$ cat config.mk
export PLATFORM = sky130hd
export DESIGN_NAME = multi_operand_adder_pipe
export DESIGN_NICKNAME = d
export VERILOG_FILES = /design/src/rtl/multi_operand_adder_pipe.sv
export SDC_FILE = /design/constraint.sdc
export NUM_CORES = 1
export LEC_CHECK = 0
export ABC_CLOCK_PERIOD_IN_PS = 5400
export CORE_UTILIZATION = 50
export DETAILED_ROUTE_END_ITERATION = 16
export GPL_TIMING_DRIVEN = 0
export PLACE_DENSITY = 0.73
export SYNTH_ARGS = -nofsm -noshare
export SYNTH_HDL_FRONTEND = slang
export SYNTH_SLANG_ARGS = --single-unit
$ cat constraint.sdc
create_clock -name clk -period 5.4 [get_ports clk]
set_input_delay 1.08 -clock clk [delete_from_list [all_inputs] [get_ports clk]]
set_output_delay 1.08 -clock clk [all_outputs]
set_load 0.02 [all_outputs]
$ cat src/rtl/multi_operand_adder_pipe.sv
// Pipelined binary adder tree over NOPS unsigned operands with optional frame accumulation.
// Latency LOG2N+1 cycles; a held output (out_valid & ~out_ready) freezes every stage and deasserts in_ready.
module multi_operand_adder_pipe #(
  parameter int NOPS     = 8,
  parameter int W        = 7,
  parameter int ACC_BITS = 4
) (
  input  logic                                 clk,
  input  logic                                 rst_n,
  input  logic                                 in_valid,
  output logic                                 in_ready,
  input  logic [NOPS*W-1:0]                    in_data,
  input  logic                                 acc_mode,
  input  logic                                 in_last,
  output logic                                 out_valid,
  input  logic                                 out_ready,
  output logic [W+$clog2(NOPS)+ACC_BITS-1:0]   out_sum,
  output logic                                 out_ovf
);

  localparam int LOG2N = $clog2(NOPS);
  localparam int OUTW  = W + LOG2N + ACC_BITS;

  logic stall;
  assign stall    = out_valid & ~out_ready;
  assign in_ready = ~stall;

  // Level k holds NOPS>>k exact partial sums of W+k bits, plus the beat's side-band bits.
  for (genvar k = 1; k <= LOG2N; k++) begin : g_lvl
    localparam int NS = NOPS >> k;
    localparam int PW = W + k;

    logic [PW-2:0] a [2*NS];
    logic          src_vld;
    logic          src_mode;
    logic          src_last;

    logic [PW-1:0] sum [NS];
    logic          vld;
    logic          mode;
    logic          last;

    if (k == 1) begin : g_src
      for (genvar j = 0; j < 2*NS; j++) begin : g_op
        assign a[j] = in_data[j*W +: W];
      end
      assign src_vld  = in_valid;
      assign src_mode = acc_mode;
      assign src_last = in_last;
    end else begin : g_src
      for (genvar j = 0; j < 2*NS; j++) begin : g_op
        assign a[j] = g_lvl[k-1].sum[j];
      end
      assign src_vld  = g_lvl[k-1].vld;
      assign src_mode = g_lvl[k-1].mode;
      assign src_last = g_lvl[k-1].last;
    end

    always_ff @(posedge clk or negedge rst_n) begin
      if (!rst_n) begin
        vld  <= 1'b0;
        mode <= 1'b0;
        last <= 1'b0;
        for (int j = 0; j < NS; j++) sum[j] <= '0;
      end else if (!stall) begin
        vld  <= src_vld;
        mode <= src_mode;
        last <= src_last;
        for (int j = 0; j < NS; j++) sum[j] <= PW'(a[2*j]) + PW'(a[2*j+1]);
      end
    end
  end

  logic [OUTW-1:0] tree_sum;
  logic            top_vld;
  logic            top_mode;
  logic            top_last;
  logic [OUTW-1:0] acc;
  logic            ovf;
  logic [OUTW:0]   acc_sum;

  assign tree_sum = OUTW'(g_lvl[LOG2N].sum[0]);
  assign top_vld  = g_lvl[LOG2N].vld;
  assign top_mode = g_lvl[LOG2N].mode;
  assign top_last = g_lvl[LOG2N].last;
  assign acc_sum  = {1'b0, acc} + {1'b0, tree_sum};

  // Per-beat results and frame ends both publish and restart the accumulator from zero.
  always_ff @(posedge clk or negedge rst_n) begin
    if (!rst_n) begin
      acc       <= '0;
      ovf       <= 1'b0;
      out_valid <= 1'b0;
      out_sum   <= '0;
      out_ovf   <= 1'b0;
    end else if (!stall) begin
      if (top_vld && (!top_mode || top_last)) begin
        out_valid <= 1'b1;
        out_sum   <= top_mode ? acc_sum[OUTW-1:0] : tree_sum;
        out_ovf   <= top_mode & (ovf | acc_sum[OUTW]);
        acc       <= '0;
        ovf       <= 1'b0;
      end else begin
        out_valid <= 1'b0;
        if (top_vld) begin
          acc <= acc_sum[OUTW-1:0];
          ovf <= ovf | acc_sum[OUTW];
        end
      end
    end
  end

endmodule

### Wiring heat map

(2 px per um) 23 x 23 tiles, from dark purple (low) to yellow (high), scaled to the fullest tile. Values are wire area over tile area, all layers added.
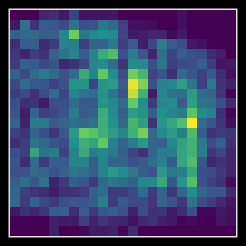
- densest ninth of the die: centre
- fullest tile: 0.62
- nearly empty tiles: 11%
- mean over tiles: 0.17
DR WL/cell: 15.14 um
Total GRT Usage: 0.2278

### Cell outlines without signal wires

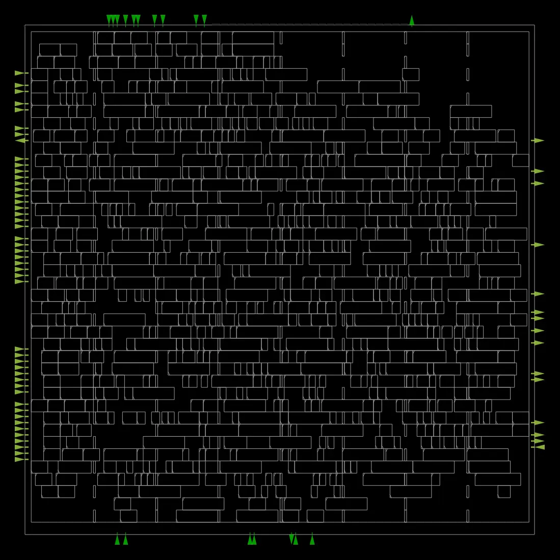
CORE AREA: 0.01201 sq mm
num rows: 40

==> results.toml <==
# implementation run metrics
[clocking]
clockBufferDepth = 2
cts.reportedPaths.clkPinSlew_ns = 0.07
cts_tree = "done"
numCtsBuffers = 9
htree_levels = 3
cts.sinks = 100
cts_resized = 0
root_buffer = "clkbuf_16"
postCtsHoldBufs = 0
clk_latency_ns = 0.35
post_cts_buffers = 0

[synth]
synthArstFlopShare = 1.000
topCellsByArea = "dfrtp_1 (41%), ha_1 (13%), nand2_1 (7.4%), a21oi_1 (4.1%), o21ai_0 (4.0%)"
postSynthCellCount = 660
yosys_warnings = 0
synth-edff-count = 0
fp_nets = 793
ys_cells = 660
ys_types = 49
synth-seq-cells = 100
synth_top_area_share = 0.4062
yosys_most_used_dff = "dfrtp_1"
avgSynthCellArea_sq_um = 9.335
ys_chip_area_sq_mm = 0.006161
netlist_area_sq_mm = 0.006161
ys_seq_share = 0.4062

[setup_path]
cp_cell_sequence = "clkdlybuf4s50_1 -> nor2b_1 -> buf_2 -> inv_2 -> buf_2 -> buf_1 -> clkdlybuf4s50_1"
crit_family = "buffers and inverters"
endpoint = "in_ready"
crit_arrival_ns = 3.30
worst-path-stages = 7
crit_start = "out_ready"
required_ns = 4.32
rr_startpoint = "g_lvl[3].sum[0]"
cp_num_buf_inv = 6
r2r-end = "out_sum[12]"
worstRegToRegCells = 9
start_kind = "input port"
critPathMaxFanout = 10
end_kind = "output port"
cp_slowest_stage_delay_ns = 0.71
reg2reg_slack_ns = 3.19
critical_path_class = "in2out"
cp_slowest_cell = "clkdlybuf4s50_1"

[pwr]
p_leak_nw = 3.431
power.total_mw = 4.239
p_int_mw = 2.464
p_clk_frac = 0.168
p_sw_mw = 1.775
peakVddDrop_mv = 0.2284
combinationalPowerShare = 0.524
powerDensity_mw_per_mm2 = 566.2
seqPwrFrac = 0.308
swShare = 0.4188

[timing]
setup_tns_ns = 0
fin_skew_ns = 0.007915
rsz0062_at_grt = "no"
whs_ns = 0.4714
fin_crit_ns = 4.378
fin_crit_sh = 0.8107
drv_slew = 0
worst_pin_slew_ns = 0.6578
setup_viol = 0
relSlewSlack = 0.5598
max_freq_ghz = 0.2284
hold_viol_final = 0

[status]
outcome = "complete, no violations"

[floorplanning]
chipArea_sq_mm = 0.01277
initial_core_util = 0.5129
dieHeight_um = 113.0
fp.dieW_um = 113.0
ioPinCount = 79

[final_layout]
nets = 883
area_growth_pct = 21.53
n_fill_cell = 1044
drive_gt1_frac = 0.04901
n_antenna_cell = 0

[place]
gp_congestion = 0.8981
port_buffers = 78
dp_hpwl_mm = 10.64

[global_routing]
grt_pass1_vias = 5042
overflow = 0
grt_max_degree = 59
antenna_found_initial = 0
grt_pass1_wl_mm = 22.95

[drt]
drc = 0
vias_per_cell = 5.548
first_pass_iters = 5
drt-initial-drc-count = 242
drtAntennaViolNets = 0
wl_mm = 13.66
via_count = 5004

[min_path]
hold_path.class = "reg2reg"
hold_end = "g_lvl[1].vld"
worstHoldPathCells = 2
min_from = "g_lvl[1].vld"

[job]
warning_count = 26
cap_violations = 0
## sequential cells by signal, summed over array words and instances (netlist names)
| name | cells |
|---|---|
| g_lvl.vld | 3 |
| g_lvl.last | 3 |
| out_valid | 1 |
| out_sum | 14 |
| g_lvl.sum | 60 |
| out_ovf | 1 |
| ovf | 1 |
| g_lvl.mode | 3 |
| acc | 14 |
## layout by cell type, fill, tap and decap left out, drive strengths merged, types with 7 or more instances in the layout
cell type / Yosys / final
a21o: 13 / 13
nand2: 121 / 121
xor2: 14 / 14
a21oi: 53 / 53
a211oi: 8 / 8
xnor2: 27 / 27
nand3: 7 / 7
clkbuf: 11 / 22
mux2i: 7 / 7
o21bai: 13 / 13
inv: 31 / 31
dfrtp: 100 / 100
buf: 10 / 12
fa: 8 / 8
a31oi: 13 / 13
o21ai: 55 / 55
ha: 63 / 63
nor2: 46 / 46
clkdlybuf4s50: 0 / 77
o31ai: 12 / 12
## Yosys cell counts (all sizes together) (2+ instances only)
cell    count
nand2     121
nand3       7
a211oi      8
dfrtp     100
a22o        6
a21boi      2
mux2i       7
clkbuf     11
and3        2
nor3b       3
o21bai     13
nor2       46
buf        10
xnor2      27
xor2       14
o21a        2
o41ai       2
and3b       2
a31oi      13
o211a       4
nor2b       5
nor3        6
a21oi      53
o31ai      12
nand2b      3
o211ai      6
o21ai      55
fa          8
ha         63
a21o       13
inv        31
## kinds of logic (layout without fill, tap and decap cells)
group,count (synthesis),in the layout,synth area share
muxes,8,8,0.01320
adders and majority gates,71,71,0.1539
xor gates and xnor gates,41,41,0.05829
buffers and inverters,52,147,0.03351
DFF,100,100,0.4062
AOI/OAI and AO/OA,191,191,0.2031
and+or+nand+nor,197,197,0.1318
## stage by stage
stage	instances	util	worst slack (ns)	cell area [sq um]
finish	902	0.6233	1.022	7487
floorplan	660	-	2.417	6161
global placement	885	0.5932	-0.3886	7126
global route	902	0.6233	0.9083	7487
CTS	902	0.6233	1.007	7487
detailed placement	886	0.5953	1.014	7151
## area by class of cell
class                      count  area, sq um  area share
buffer                        21        90.09     0.01203
clock buffer                  11        252.7     0.03376
clock inverter                 5        83.83     0.01120
inverter                      31        116.4     0.01554
multi-input combinational    508         3452      0.4611
sequential                   100         2502      0.3342
tap                          147        183.9     0.02457
timing repair buffer          79        805.8      0.1076
## metal layers
metal  up-vias  track usage  share of wire
met5         -            0              0
met4         0       0.1184          0.031
met3        35      0.03107          0.033
met2       137       0.4082           0.50
met1      2346       0.2657           0.44
li1       2486            -              -
## worst register-to-register path: cells and delay by family (launching register included)
kind,cells,cell delay [ns]
AND-OR/OR-AND,4,0.65
XOR/XNOR,1,0.15
adder cells (fa/ha/maj),2,0.63
buffers and inverters,1,0.07
flip-flops,1,0.39
AND/OR/NAND/NOR,1,0.22
## power by group through the flow
stage / clock [mW] / combinational [mW] / sequential (mW)
finish: 0.714 / 2.22 / 1.30
global route: 0.745 / 2.49 / 1.34
CTS: 0.724 / 2.23 / 1.30
detailed placement: 0 / 2.21 / 1.32
global placement: 0 / 2.12 / 1.30
floorplan: 0 / 1.58 / 1.31
No activity file was given, so power comes from the tool's default toggle rates.
